`config.mk`:
```
export PLATFORM = sky130hd
export DESIGN_NAME = lsu
export DESIGN_NICKNAME = d
export VERILOG_FILES = /design/src/rtl/lsu_pkg.sv /design/src/rtl/lsu_extend.sv /design/src/rtl/lsu.sv
export SDC_FILE = /design/constraint.sdc
export NUM_CORES = 1
export LEC_CHECK = 0
export ABC_CLOCK_PERIOD_IN_PS = 3500
export CORE_UTILIZATION = 49
export CTS_BUF_LIST = sky130_fd_sc_hd__clkbuf_8
export CTS_CLUSTER_DIAMETER = 100
export DETAILED_ROUTE_END_ITERATION = 12
export MAX_ROUTING_LAYER = met4
export PLACE_DENSITY = 0.77
export SYNTH_ARGS = -nofsm -noshare
export SYNTH_HDL_FRONTEND = slang
export SYNTH_SLANG_ARGS = --single-unit
export TNS_END_PERCENT = 20
```
`constraint.sdc`:
```
create_clock -name clk -period 3.5 [get_ports clk]
set_input_delay 0.875 -clock clk [delete_from_list [all_inputs] [get_ports clk]]
set_output_delay 0.875 -clock clk [all_outputs]
set_load 0.05 [all_outputs]
```
`src/rtl/lsu_pkg.sv`:
```
// Shared types and helpers for the load/store unit.
package lsu_pkg;

    localparam int unsigned XLEN   = 32;
    localparam int unsigned F3_LEN = 3;

    localparam logic [F3_LEN-1:0] F3_B  = 3'b000;
    localparam logic [F3_LEN-1:0] F3_H  = 3'b001;
    localparam logic [F3_LEN-1:0] F3_W  = 3'b010;
    localparam logic [F3_LEN-1:0] F3_BU = 3'b100;
    localparam logic [F3_LEN-1:0] F3_HU = 3'b101;

    typedef enum logic [1:0] {
        IDLE  = 2'd0,
        ISSUE = 2'd1,
        WAIT  = 2'd2,
        RESP  = 2'd3
    } lsu_state_t;

    // Request as latched from the execute stage.
    typedef struct packed {
        logic              load;
        logic              store;
        logic [F3_LEN-1:0] funct3;
        logic [XLEN-1:0]   addr;
        logic [XLEN-1:0]   wdata;
    } lsu_req_t;

    // Access size in bytes; also the number of byte beats when split.
    function automatic logic [2:0] beat_count(input logic [F3_LEN-1:0] funct3);
        case (funct3[1:0])
            2'b01:   beat_count = 3'd2;
            2'b10:   beat_count = 3'd4;
            default: beat_count = 3'd1;
        endcase
    endfunction

endpackage

```
`src/rtl/lsu_extend.sv`:
```
// Sign/zero extension of an assembled byte or halfword by funct3.
module lsu_extend
    import lsu_pkg::*;
(
    input  logic [F3_LEN-1:0] funct3,
    input  logic [XLEN-1:0]   data,
    output logic [XLEN-1:0]   ext_c
);

    // Extend from bit 7 or bit 15; words pass through.
    always_comb begin
        ext_c = data;
        case (funct3)
            F3_B:    ext_c = {{24{data[7]}}, data[7:0]};
            F3_BU:   ext_c = {24'd0, data[7:0]};
            F3_H:    ext_c = {{16{data[15]}}, data[15:0]};
            F3_HU:   ext_c = {16'd0, data[15:0]};
            default: ext_c = data;
        endcase
    end

endmodule

```
`src/rtl/lsu.sv`:
```
// Memory-stage load/store unit: checks requests, splits misaligned
// accesses into byte beats and returns one extended result.
module lsu
    import lsu_pkg::*;
#(
    parameter int unsigned ADDR_W           = 12,
    parameter bit          SPLIT_MISALIGNED = 1'b1
) (
    input  logic              clk,
    input  logic              rstn,
    input  logic              req_valid,
    output logic              req_ready,
    input  logic              req_load,
    input  logic              req_store,
    input  logic [F3_LEN-1:0] req_funct3,
    input  logic [XLEN-1:0]   req_addr,
    input  logic [XLEN-1:0]   req_wdata,
    output logic              resp_valid,
    output logic [XLEN-1:0]   resp_rdata,
    output logic              resp_err,
    output logic              ram_load,
    output logic              ram_store,
    output logic [F3_LEN-1:0] ram_access,
    output logic [XLEN-1:0]   ram_addr,
    output logic [XLEN-1:0]   ram_wdata,
    input  logic [XLEN-1:0]   ram_rdata
);

    lsu_state_t        state_q, state_d;
    lsu_req_t          req_q, req_d;
    logic              err_q, err_d;
    logic [2:0]        beat_q, beat_d;
    logic [2:0]        nbeats_q, nbeats_d;
    logic [XLEN-1:0]   buf_q, buf_d;

    logic              req_ready_d, resp_valid_d, resp_err_d;
    logic [XLEN-1:0]   resp_rdata_d;
    logic              ram_load_d, ram_store_d;
    logic [F3_LEN-1:0] ram_access_d;
    logic [XLEN-1:0]   ram_addr_d, ram_wdata_d;

    logic [2:0]        size_c;
    logic [XLEN:0]     last_c;
    logic              misal_c, req_err_c;
    logic [XLEN-1:0]   ext_c;

    // Request legality: funct3, operation select, range and alignment.
    always_comb begin
        size_c    = beat_count(req_funct3);
        last_c    = {1'b0, req_addr} + 33'(size_c) - 33'd1;
        misal_c   = ((req_funct3[1:0] == 2'b01) && req_addr[0]) ||
                    ((req_funct3[1:0] == 2'b10) && (req_addr[1:0] != 2'b00));
        req_err_c = (req_funct3 == 3'b011) || (req_funct3[2:1] == 2'b11) ||
                    (req_store && req_funct3[2]) ||
                    (req_load == req_store) ||
                    (|last_c[XLEN:ADDR_W]) ||
                    (misal_c && !SPLIT_MISALIGNED);
    end

    lsu_extend u_extend (
        .funct3 (req_d.funct3),
        .data   (buf_d),
        .ext_c  (ext_c)
    );

    // Next state, beat bookkeeping and next registered outputs.
    always_comb begin
        state_d  = state_q;
        req_d    = req_q;
        err_d    = err_q;
        beat_d   = beat_q;
        nbeats_d = nbeats_q;
        buf_d    = buf_q;

        unique case (state_q)
            IDLE: begin
                if (req_valid) begin
                    req_d    = '{load: req_load, store: req_store, funct3: req_funct3,
                                 addr: req_addr, wdata: req_wdata};
                    err_d    = req_err_c;
                    beat_d   = 3'd0;
                    nbeats_d = misal_c ? size_c : 3'd1;
                    buf_d    = '0;
                    state_d  = req_err_c ? RESP : ISSUE;
                end
            end
            ISSUE: begin
                if (req_q.load) begin
                    state_d = WAIT;
                end else if (beat_q == nbeats_q - 3'd1) begin
                    state_d = RESP;
                end else begin
                    beat_d = beat_q + 3'd1;
                end
            end
            WAIT: begin
                if (nbeats_q == 3'd1) begin
                    buf_d = ram_rdata;
                end else begin
                    buf_d[{beat_q[1:0], 3'b000} +: 8] = ram_rdata[7:0];
                end
                if (beat_q == nbeats_q - 3'd1) begin
                    state_d = RESP;
                end else begin
                    beat_d  = beat_q + 3'd1;
                    state_d = ISSUE;
                end
            end
            RESP: begin
                state_d = IDLE;
            end
        endcase

        req_ready_d  = (state_d == IDLE);
        resp_valid_d = (state_d == RESP);
        resp_err_d   = (state_d == RESP) && err_d;
        resp_rdata_d = '0;
        if ((state_d == RESP) && req_d.load && !err_d) begin
            resp_rdata_d = (nbeats_d == 3'd2) ? ext_c : buf_d;
        end

        ram_load_d   = 1'b0;
        ram_store_d  = 1'b0;
        ram_access_d = '0;
        ram_addr_d   = '0;
        ram_wdata_d  = '0;
        if (state_d == ISSUE) begin
            ram_load_d  = req_d.load;
            ram_store_d = req_d.store;
            ram_addr_d  = req_d.addr + 32'(beat_d);
            if (nbeats_d == 3'd1) begin
                ram_access_d = req_d.funct3;
                ram_wdata_d  = req_d.store ? req_d.wdata : '0;
            end else begin
                ram_access_d = req_d.load ? F3_BU : F3_B;
                ram_wdata_d  = req_d.store ? {24'd0, req_d.wdata[{beat_d[1:0], 3'b000} +: 8]} : '0;
            end
        end
    end

    // State, latched request and registered outputs.
    always_ff @(posedge clk or negedge rstn) begin
        if (!rstn) begin
            state_q    <= IDLE;
            req_q      <= '0;
            err_q      <= 1'b0;
            beat_q     <= '0;
            nbeats_q   <= '0;
            buf_q      <= '0;
            req_ready  <= 1'b1;
            resp_valid <= 1'b0;
            resp_err   <= 1'b0;
            resp_rdata <= '0;
            ram_load   <= 1'b0;
            ram_store  <= 1'b0;
            ram_access <= '0;
            ram_addr   <= '0;
            ram_wdata  <= '0;
        end else begin
            state_q    <= state_d;
            req_q      <= req_d;
            err_q      <= err_d;
            beat_q     <= beat_d;
            nbeats_q   <= nbeats_d;
            buf_q      <= buf_d;
            req_ready  <= req_ready_d;
            resp_valid <= resp_valid_d;
            resp_err   <= resp_err_d;
            resp_rdata <= resp_rdata_d;
            ram_load   <= ram_load_d;
            ram_store  <= ram_store_d;
            ram_access <= ram_access_d;
            ram_addr   <= ram_addr_d;
            ram_wdata  <= ram_wdata_d;
        end
    end

endmodule
```
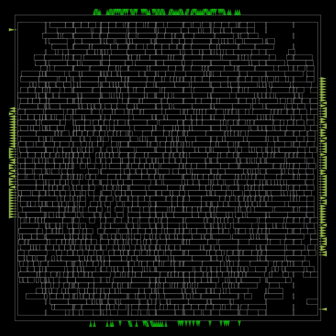
(run_1/final_placement.png)
tap cells: 280
final core utilization: 0.7991
# rows: 54
fillers: 1,299
flop count: 214

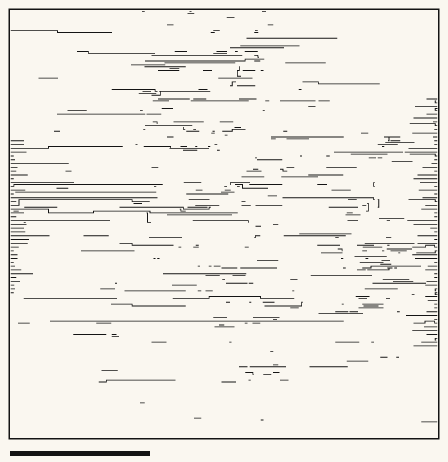
(run_1/met3.png)
The bar under the picture is 50 um long.
share of all routed wire	6.8%
wire length on this layer	2,820 um

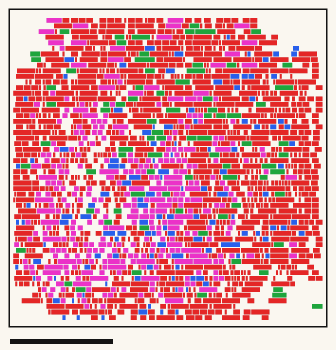
(run_1/drive_strength.png)
The bar under the picture is 50 um long.
size	color	cells	share	most used
drive 1 or less	red	1,163	69%	dfrtp_1
drive 2	blue	121	7.1%	a21oi_2
drive 6 and up	green	80	4.7%	clkbuf_8
drive 3 to 4	magenta	329	19%	buf_4
post-route design area: 17,650 sq um
worst setup margin: -0.3013 ns
non-clock buffer count in the final layout: 482

==> flow_summary_export.csv, run 1 <==
group,metric,value,unit
outcome,run_status,"finished, violations left",
outcome,violations,"negative setup slack",
die,core_area,22090,sq um
hold_path,hp-class,"input port to asynchronous set/reset pin",
critical_path,crit_cells,20,
timing,finalClockSkew,0.03365,ns
final_layout,lay_top_cells,"buf_4 (246), dfrtp_1 (213), clkdlybuf4s50_1 (182), nand2_1 (142), inv_1 (102)",
drt,routedWlPerCell,21.15,um
die,io_pins,208,
critical_path,cp_slowest_cell,"o41ai_2",
critical_path,critPathMaxStageDelay,0.36,ns
timing,relSlewSlack,0.5283,
timing,min_period,3.801,ns
critical_path,start_kind,"input port",
cts,cts_made_buffers,36,
synthesis,syn_nets,1362,
critical_path,cp_max_fo,5,
global_routing,globalRouteTotalUtil,0.3416,
global_routing,grt_pass1_vias,11750,
final_layout,syn2layout_area_growth,57.49,%
cts,cts_tree,"yes",
timing,maxSlewViolCount,0,
timing,tightest_slew,0.7075,ns
synthesis,top_area_frac,0.4755,
timing,rsz0062_at_grt,"true",
run,cap_viol_max_count,0,
placed_design,port_buffers,207,
run,warnings,38,
power_and_ir_drop,p_leak,0.008083,uW
power_and_ir_drop,vdd_ir_drop_max,632.3,uV
cts,cts_max_level,2,
critical_path,cpMostUsedCell,"ha_4",
cts,root_buffer,"clkbuf_8",
synthesis,async_flop_share,1.000,
synthesis,synth_area_leader_cell,"dfrtp_1",
die,dieArea,23490,sq um
drt,wirelength,41.80,mm
final_layout,drive_gt1_frac,0.3131,
timing,hold_viol,0,
timing,fmax,0.2631,GHz
cts,clock_latency,0.57,ns
global_routing,grt_max_degree,88,
global_routing,antenna_found_initial,3,
timing,setup-tns-final,-10.82,ns
synthesis,syn_inst,1210,
synthesis,syn-cell-area,11210,sq um
drt,viasPerCell,5.744,
critical_path,endpoint_kind,"flip-flop",
synthesis,ys_area,11210,sq um
cts,cts_buffer_depth,3,
placed_design,gp_congestion,0.9203,
synthesis,edf_count,0,
timing,hold_slack,0.3133,ns
synthesis,synth_flops,214,
synthesis,ff_type,"dfrtp_1",
cts,clk_pin_slew,0.07,ns
critical_path,path_class,"input port to flip-flop",
critical_path,crit_arrival,4.23,ns
final_layout,layout_top_cell,"buf_4",
critical_path,critPathBufInv,7,
placed_design,dp_hpwl,25.63,mm
power_and_ir_drop,p_per_area,851.8,nW/um^2
global_routing,grt-ovfl-total,0,
cts,hold_buffers,0,
synthesis,yosysWarnings,0,
timing,setup_viol,103,
global_routing,grt_pass1_wl,61.28,mm
die,dieHeight,153.3,um
cts,cts_sinks,214,
drt,first_pass_iters,7,
die,die-width,153.3,um
drt,drc,0,
critical_path,crit_required,3.93,ns
final_layout,nets,1818,
timing,setup_slack,-0.3013,ns
synthesis,yosys-stat-cells,1210,
drt,ant_nets,0,
timing,fin_crit_sh,1.086,
die,initCoreUtil,0.5074,
synthesis,synth_top_cell_by_count,"dfrtp_1",
critical_path,crit_chain,"buf_12 -> inv_12 -> ha_4 -> inv_2 -> ha_4 -> inv_2 -> ha_4 -> nand2b_4 -> o21ai_4 -> a31oi_4 -> o41ai_2 -> xor2_1 -> a311oi_2 -> nand4b_1 -> nor4_4 -> buf_4 -> a21oi_4 -> buf_6 -> buf_12 -> nor4_4",
critical_path,critPathTopFamily,"AND-OR/OR-AND gates",
synthesis,common_cells,"dfrtp_1 (213), nand2_1 (145), nor2_1 (107)",
synthesis,syn_avg_cell_area,9.264,sq um
-- run 1: state kept, by name, summed over array words and instances, names as in the netlist, 2 cells and up --
signal / flops
resp_rdata: 32
buf_q: 32
nbeats_q: 3
ram_wdata: 32
beat_q: 3
state_q: 2
ram_access: 3
req_q: 69
ram_addr: 32
-- run 1: final timing paths --
path / startpoint / to / slack [ns]
max: req_funct3[0] / ram_wdata[14]$_DFF_PN0_ / -0.30
min in group clk: buf_q[4]$_DFF_PN0_ / buf_q[4]$_DFF_PN0_ / 0.49
max reg2reg: nbeats_q[0]$_DFF_PN0_ / ram_addr[31]$_DFF_PN0_ / -0.19
min: rstn / resp_rdata[23]$_DFF_PN0_ / 0.31
min reg2reg: buf_q[4]$_DFF_PN0_ / buf_q[4]$_DFF_PN0_ / 0.49
max in group asynchronous: rstn / ram_wdata[31]$_DFF_PN0_ / 2.25
-- run 1: worst reg2reg max path, stage by stage, from the launching register on --
cell,delay (ns)
dfrtp_1,0.39
inv_1,0.10
ha_1,0.18
xor2_1,0.20
xnor2_1,0.16
nand3_1,0.15
and2_1,0.20
buf_4,0.16
a22o_2,0.31
ha_1,0.29
a21o_1,0.14
a21oi_2,0.08
nor2b_2,0.23
and3_4,0.25
nor2b_4,0.16
and2_4,0.17
nand4_1,0.15
xor2_1,0.20
nor2_1,0.06
-- run 1: area by class of cell --
class | count | area [sq um] | area share
inverters | 105 | 406.6 | 0.02303
clock inverters | 20 | 97.59 | 0.005528
well taps | 280 | 350.3 | 0.01984
repair buffers | 482 | 4379 | 0.2481
flip-flops and latches | 214 | 5356 | 0.3034
diodes | 3 | 7.507 | 0.0004252
clock buffers | 45 | 619.3 | 0.03508
multi-input cells | 827 | 6437 | 0.3646
-- run 1: stage by stage --
step	setup WS, ns	util	power (uW)	std cells
floorplan	-0.2982	-	8133	1210
global placement	-1.148	0.6913	10500	1863
detailed placement	-1.268	0.6913	10710	1863
CTS	-0.1481	0.7718	13790	1962
global route	-0.4145	0.7991	15680	1976
finish	-0.3013	0.7991	15040	1976
-- run 1: metal layers --
layer	routed length [um]	GRT usage	up-vias
li1	-	-	5109
met1	16280	0.3999	5539
met2	20670	0.5651	551
met3	2820	0.06578	152
met4	2028	0.1645	0
met5	0	-	-
-- run 1: cells by family (layout without fill, tap and decap cells) --
group	Yosys count	in the layout	synth area share
other cells	0	3	0
xor+xnor	46	46	0.03594
simple gates	402	402	0.1708
fa+ha+maj	48	48	0.05425
buf+inv	169	652	0.06083
flops	214	214	0.4778
compound gates	287	287	0.1608
mux	44	44	0.03951
-- run 1: repair_timing --
item | CTS | global route
setup buffers | 29 | 10
cloned | 5 | 4
setup endpoints to repair | 105 | 105
pin swaps | 31 | 34
gates resized | 160 | 128
hold endpoints to repair | 0 | 0
-- run 1: power by group --
part	switching, uW	total [uW]	internal, uW	leakage, uW
Combinational	5750	9090	3340	0.00487
Clock	1090	2260	1170	0.000418
Sequential	354	3680	3330	0.00279
Total	7200	15000	7840	0.00808
==> inputs of run 2 (changes only) <==
- ABC_CLOCK_PERIOD_IN_PS: 3500 -> 3700
- CORE_UTILIZATION: 49 -> 55
- HOLD_SLACK_MARGIN: default -> 0.12
- PLACE_DENSITY: 0.77 -> 0.81
- SLEW_MARGIN: default -> 20
- clock period: 3.5 -> 3.7 ns (I/O delays scaled with it)
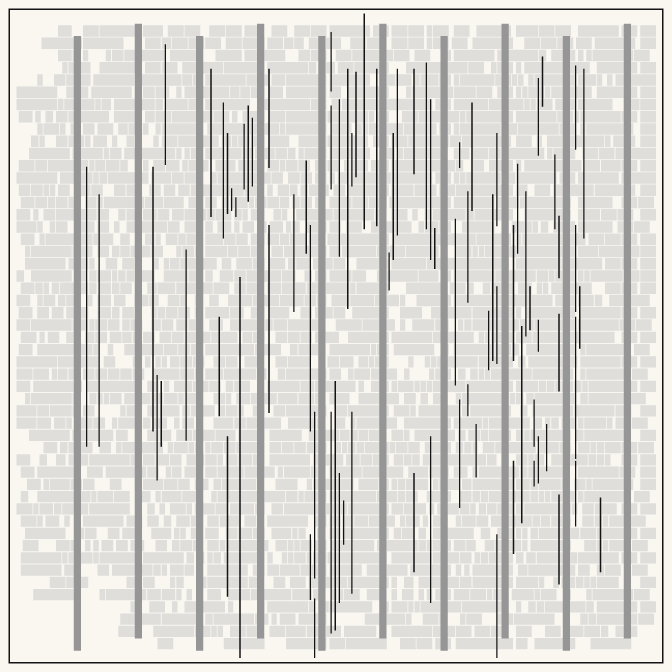
(run_2/met4.png)
Supply wires on this layer in gray. Cells faint in the background.
share of all routed wire	5.4%
nets with wire on the layer	73
longest straight run	84.3 um
drt total wl: 39.57 mm
Vias: 11,320

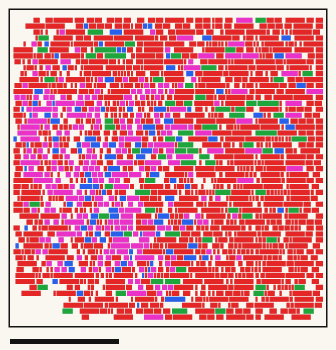
(run_2/drive_strength.png)
The bar under the picture is 50 um long.
size	color	cells	share	most used
drive 3 to 4	magenta	273	17%	buf_4
drive 1 or less	red	1,194	73%	dfrtp_1
drive 2	blue	103	6.3%	a21oi_2
drive 6 and up	green	69	4.2%	clkbuf_8
post-route design area: 17,050 sq um
non-clock buffer count in the final layout: 437

==> run 2 against run 1 <==
Against the previous run: the flow still finishes with violations (negative setup slack); largest power group unchanged; utilization increased by 6.5 points; count of clock-buffer cells in the layout down 5; design area down 3.5%; register-to-register slack gained 0.15 ns; clock skew down 0.0081 ns; critical path depth fell by 1; setup slack improved by 0.15 ns; routed wire length decreased by 5.3%.
==> flow_summary_export.csv, run 2 <==
group,metric,value,unit
cts,cts_sinks,214,
synthesis,edf_count,0,
timing,tightest_slew,0.9682,ns
die,initCoreUtil,0.5685,
timing,relSlewSlack,0.3495,
drt,drc,0,
synthesis,common_cells,"dfrtp_1 (213), nand2_1 (145), nor2_1 (107)",
critical_path,crit_arrival,4.27,ns
timing,finalClockSkew,0.02552,ns
cts,clock_latency,0.57,ns
synthesis,ys_area,11210,sq um
global_routing,globalRouteTotalUtil,0.3790,
timing,rsz0062_at_grt,"true",
synthesis,syn_nets,1362,
outcome,violations,"negative setup slack",
synthesis,yosysWarnings,0,
cts,cts_tree,"yes",
final_layout,largest_reg_flops,69,
synthesis,synth_flops,214,
critical_path,r2r-start,"nbeats_q[0]$_DFF_PN0_",
timing,hold_slack,0.4422,ns
timing,maxSlewViolCount,0,
outcome,run_status,"finished, violations left",
cts,cts_max_level,2,
hold_path,hp-class,"input port to asynchronous set/reset pin",
cts,cts_buffer_depth,3,
final_layout,layout_top_cell,"dfrtp_1",
critical_path,rrSetupSlack,-0.04,ns
die,die-width,144.8,um
critical_path,path_class,"input port to flip-flop",
timing,min_period,3.850,ns
cts,cts_made_buffers,35,
final_layout,regMostFlops,"req_q",
timing,fin_crit_sh,1.040,
timing,setup-tns-final,-8.349,ns
synthesis,syn_avg_cell_area,9.264,sq um
die,io_pins,208,
run,warnings,38,
timing,setup_slack,-0.1497,ns
synthesis,ff_type,"dfrtp_1",
drt,first_pass_iters,8,
cts,clk_pin_slew,0.06,ns
cts,root_buffer,"clkbuf_8",
placed_design,dp_hpwl,24.53,mm
final_layout,num_antenna_cells,0,
timing,setup_viol,83,
timing,hold_viol,0,
global_routing,grt_pass1_vias,11570,
global_routing,grt_pass1_wl,58.75,mm
synthesis,syn-cell-area,11210,sq um
global_routing,grt-ovfl-total,0,
placed_design,port_buffers,207,
power_and_ir_drop,p_per_area,826.3,nW/um^2
power_and_ir_drop,vdd_ir_drop_max,632.8,uV
placed_design,dp_slack,-1.204,ns
die,dieHeight,144.8,um
synthesis,synth_area_leader_cell,"dfrtp_1",
placed_design,dp_cells,1819,
die,dieArea,20960,sq um
run,cap_viol_max_count,0,
## run 2: cell counts after synthesis
No cell type changed its count.
## run 2: layout make-up
| class | count | area, sq um |
|---|---|---|
| Multi-Input combinational cell | 827 | 6254 |
| Sequential cell | 214 | 5356 |
| Timing Repair Buffer | 437 | 4068 |
| Fill cell | 975 | 2673 |
| Clock buffer | 40 | 550.5 |
| Inverter | 105 | 406.6 |
| Tap cell | 265 | 331.6 |
| Clock inverter | 16 | 78.83 |
## run 2: power breakdown
group | switching, uW | internal (uW) | leakage (uW)
logic | 5310 | 3270 | 0.00467
registers | 397 | 3150 | 0.00279
clock network | 979 | 987 | 0.000369
## run 2: layer usage
layer / track usage / up-vias / wire (um)
met5: - / - / 0
met4: 0.2150 / 0 / 2125
met3: 0.07535 / 176 / 3080
met2: 0.6308 / 652 / 19770
met1: 0.4274 / 5488 / 14600
li1: - / 5008 / -
## run 2: cell families after synthesis
group	share of synthesized area
compound gates	0.1608
flops	0.4778
buf+inv	0.06083
mux	0.03951
simple gates	0.1708
fa+ha+maj	0.05425
xor+xnor	0.03594
## run 2: worst max path at each step
stage / slack (ns) / start / end / cells after the start
finish: -0.15 / req_funct3[1] / ram_addr[10]$_DFF_PN0_ / 19
global route: -0.24 / req_addr[25] / ram_wdata[27]$_DFF_PN0_ / 15
CTS: -0.13 / req_funct3[0] / ram_wdata[17]$_DFF_PN0_ / 21
detailed placement: -1.20 / req_funct3[0] / ram_wdata[26]$_DFF_PN0_ / 20
global placement: -1.02 / req_funct3[0] / ram_wdata[19]$_DFF_PN0_ / 20
floorplan: -0.15 / req_valid / ram_addr[31]$_DFF_PN0_ / 18
## run 2: stage by stage
| step | utilization | total power (uW) |
|---|---|---|
| 2_1_floorplan | - | 7662 |
| 3_3_place_gp | 0.7647 | 9850 |
| 3_5_place_dp | 0.7647 | 10090 |
| 4_1_cts | 0.8433 | 13200 |
| 5_1_grt | 0.8645 | 14710 |
| 6_report | 0.8645 | 14080 |
## run 2: what timing repair did
item,CTS,global route
setup endpoints to repair,105,105
buffers inserted,13,16
hold endpoints to repair,0,0
pin swaps,48,43
cloned,5,0
gates resized,146,82
## run 2: critical path: stages
cell     delay (ns)
buf_2          0.13
ha_4           0.16
inv_2          0.04
ha_4           0.15
inv_2          0.06
ha_4           0.19
o21a_4         0.19
or2_4          0.26
a31oi_4        0.24
a21oi_4        0.09
or2_4          0.26
buf_4          0.13
a221o_1        0.32
xnor2_2        0.16
and3_4         0.18
a21oi_4        0.32
buf_4          0.19
buf_8          0.17
nor2_1         0.07
==> inputs of run 3 (changes only) <==
- ABC_CLOCK_PERIOD_IN_PS: 3700 -> default
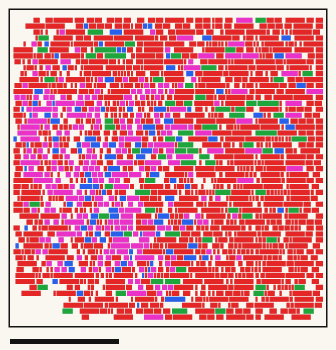
(run_3/drive_strength.png)
The bar under the picture is 50 um long.
size	color	cells	share	most used
drive 1 or less	red	1,194	73%	dfrtp_1
drive 3 to 4	magenta	273	17%	buf_4
drive 2	blue	103	6.3%	a21oi_2
drive 6 and up	green	69	4.2%	clkbuf_8

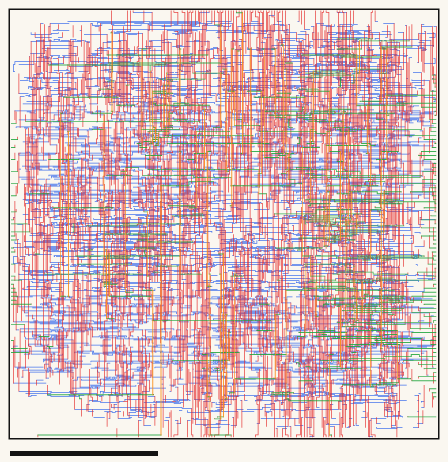
(run_3/metal_stack.png)
The bar under the picture is 50 um long.
layer	color	wire length
met1	blue	14,600 um
met4	orange	2,130 um
met3	green	3,080 um
met2	red	19,800 um
wire per inst: 20.78 um
total track usage: 0.3790

==> run 3 against run 2 <==
Against the previous run: the run still ends with negative setup slack left; synthesized area unchanged; flip-flop count stayed put; critical path depth stayed put; synthesized cell count unchanged; fmax is the same; sequential share of layout area unchanged; die area is the same; clock skew unchanged; non-clock buffer count unchanged; design area stayed put; utilization did not move; final cell count unchanged; critical path type unchanged; critical endpoint unchanged; highest routed layer unchanged.
==> flow_summary_export.csv, run 3 <==
group,metric,value,unit
outcome,run_status,"finished, violations left",
outcome,violations,"negative setup slack",
cts,root_buffer,"clkbuf_8",
drt,vias,11320,
final_layout,num_antenna_cells,0,
timing,relSlewSlack,0.3495,
critical_path,r2r-start,"nbeats_q[0]$_DFF_PN0_",
timing,setup_viol,83,
power_and_ir_drop,pwr-share-comb,0.609,
timing,hold_viol,0,
die,dieArea,20960,sq um
die,die-width,144.8,um
synthesis,yosysWarnings,0,
final_layout,largest_reg_flops,69,
cts,hold_buffers,0,
critical_path,cp_max_fo,15,
final_layout,drive_gt1_frac,0.2715,
timing,maxSlewViolCount,0,
synthesis,edf_count,0,
critical_path,start_kind,"input port",
synthesis,syn-cell-area,11210,sq um
die,core_area,19720,sq um
global_routing,grt_max_degree,92,
die,dieHeight,144.8,um
final_layout,nets,1772,
placed_design,port_buffers,207,
synthesis,synth_flops,214,
synthesis,syn_inst,1210,
placed_design,dp_slack,-1.204,ns
power_and_ir_drop,vdd_ir_drop_max,632.8,uV
power_and_ir_drop,power_switching,6685,uW
critical_path,cp_slowest_cell,"a221o_1",
power_and_ir_drop,p_leak,0.007831,uW
critical_path,critPathMaxStageDelay,0.32,ns
final_layout,layout_top_cell,"dfrtp_1",
drt,drc,0,
timing,tightest_slew,0.9682,ns
cts,cts_buffer_depth,3,
critical_path,cpMostUsedCell,"ha_4",
timing,setup_slack,-0.1497,ns
critical_path,crit_arrival,4.27,ns
timing,min_period,3.850,ns
timing,fin_crit_sh,1.040,
cts,cts_max_level,2,
global_routing,antenna_found_initial,0,
drt,ant_nets,0,
synthesis,ff_type,"dfrtp_1",
critical_path,crit_required,4.12,ns
final_layout,lay_top_cells,"dfrtp_1 (213), buf_4 (206), clkdlybuf4s50_1 (181), nand2_1 (143), inv_1 (107)",
critical_path,endpoint_kind,"flip-flop",
synthesis,synth_top_cell_by_count,"dfrtp_1",
final_layout,syn2layout_area_growth,52.06,%
synthesis,common_cells,"dfrtp_1 (213), nand2_1 (145), nor2_1 (107)",
final_layout,regMostFlops,"req_q",
global_routing,grt_pass1_vias,11570,
critical_path,r2r-end,"ram_addr[28]$_DFF_PN0_",
run 3: layer usage:
metal,wire (um),vias to the layer above,GRT usage,share of wire
met2,19770,652,0.6308,0.50
li1,-,5008,-,-
met5,0,-,-,0
met4,2125,0,0.2150,0.054
met3,3080,176,0.07535,0.078
met1,14600,5488,0.4274,0.37
run 3: power by group through the flow:
stage               Combinational, uW  Sequential [uW]  Clock, uW
floorplan                        3360             4300          0
global placement                 6360             3490          0
detailed placement               6560             3530          0
CTS                              7770             3490       1940
global route                     9040             3590       2080
finish                           8580             3540       1970
run 3: metrics by stage:
step	util	std cells	hold slack (ns)	power (uW)	TNS [ns]
after global placement	0.7647	1819	0.4651	9850	-97.90
after detailed placement	0.7647	1819	0.4714	10090	-106.27
after CTS	0.8433	1893	0.4698	13200	-3.218
after floorplan	-	1210	0.4442	7662	-4.382
final	0.8645	1904	0.4422	14080	-8.349
after global routing	0.8645	1904	0.4899	14710	-13.63
run 3: logic make-up (layout without fill, tap and decap cells):
family | after synthesis | in the layout | synth area share
compound gates | 287 | 287 | 0.1608
buf+inv | 169 | 598 | 0.06083
flops | 214 | 214 | 0.4778
fa+ha+maj | 48 | 48 | 0.05425
simple gates | 402 | 402 | 0.1708
xor+xnor | 46 | 46 | 0.03594
mux | 44 | 44 | 0.03951
run 3: how the worst min path moves through the flow:
stage          cells past startpoint                       end                start
4_1_cts                            1        buf_q[0]$_DFF_PN0_                 rstn
2_1_floorplan                      2       req_q[32]$_DFF_PN0_  req_q[32]$_DFF_PN0_
6_report                           1  resp_rdata[26]$_DFF_PN0_                 rstn
5_1_grt                            1  resp_rdata[24]$_DFF_PN0_                 rstn
3_3_place_gp                       2        buf_q[9]$_DFF_PN0_   buf_q[9]$_DFF_PN0_
3_5_place_dp                       2        buf_q[9]$_DFF_PN0_   buf_q[9]$_DFF_PN0_
run 3: area by class of cell:
class                      count  area (sq um)
timing repair buffer         437          4068
sequential                   214          5356
fill                         975          2673
tap                          265         331.6
clock buffer                  40         550.5
inverter                     105         406.6
clock inverter                16         78.83
multi-input combinational    827          6254
run 3: repair_timing:
item,CTS,global route
buffers inserted,13,16
endpoints found under the setup margin,105,105
endpoints found under the hold margin,0,0
resized,146,82
pin swaps,48,43
gates cloned,5,0
Power figures rest on the tool's default switching activity, not on a simulated workload.
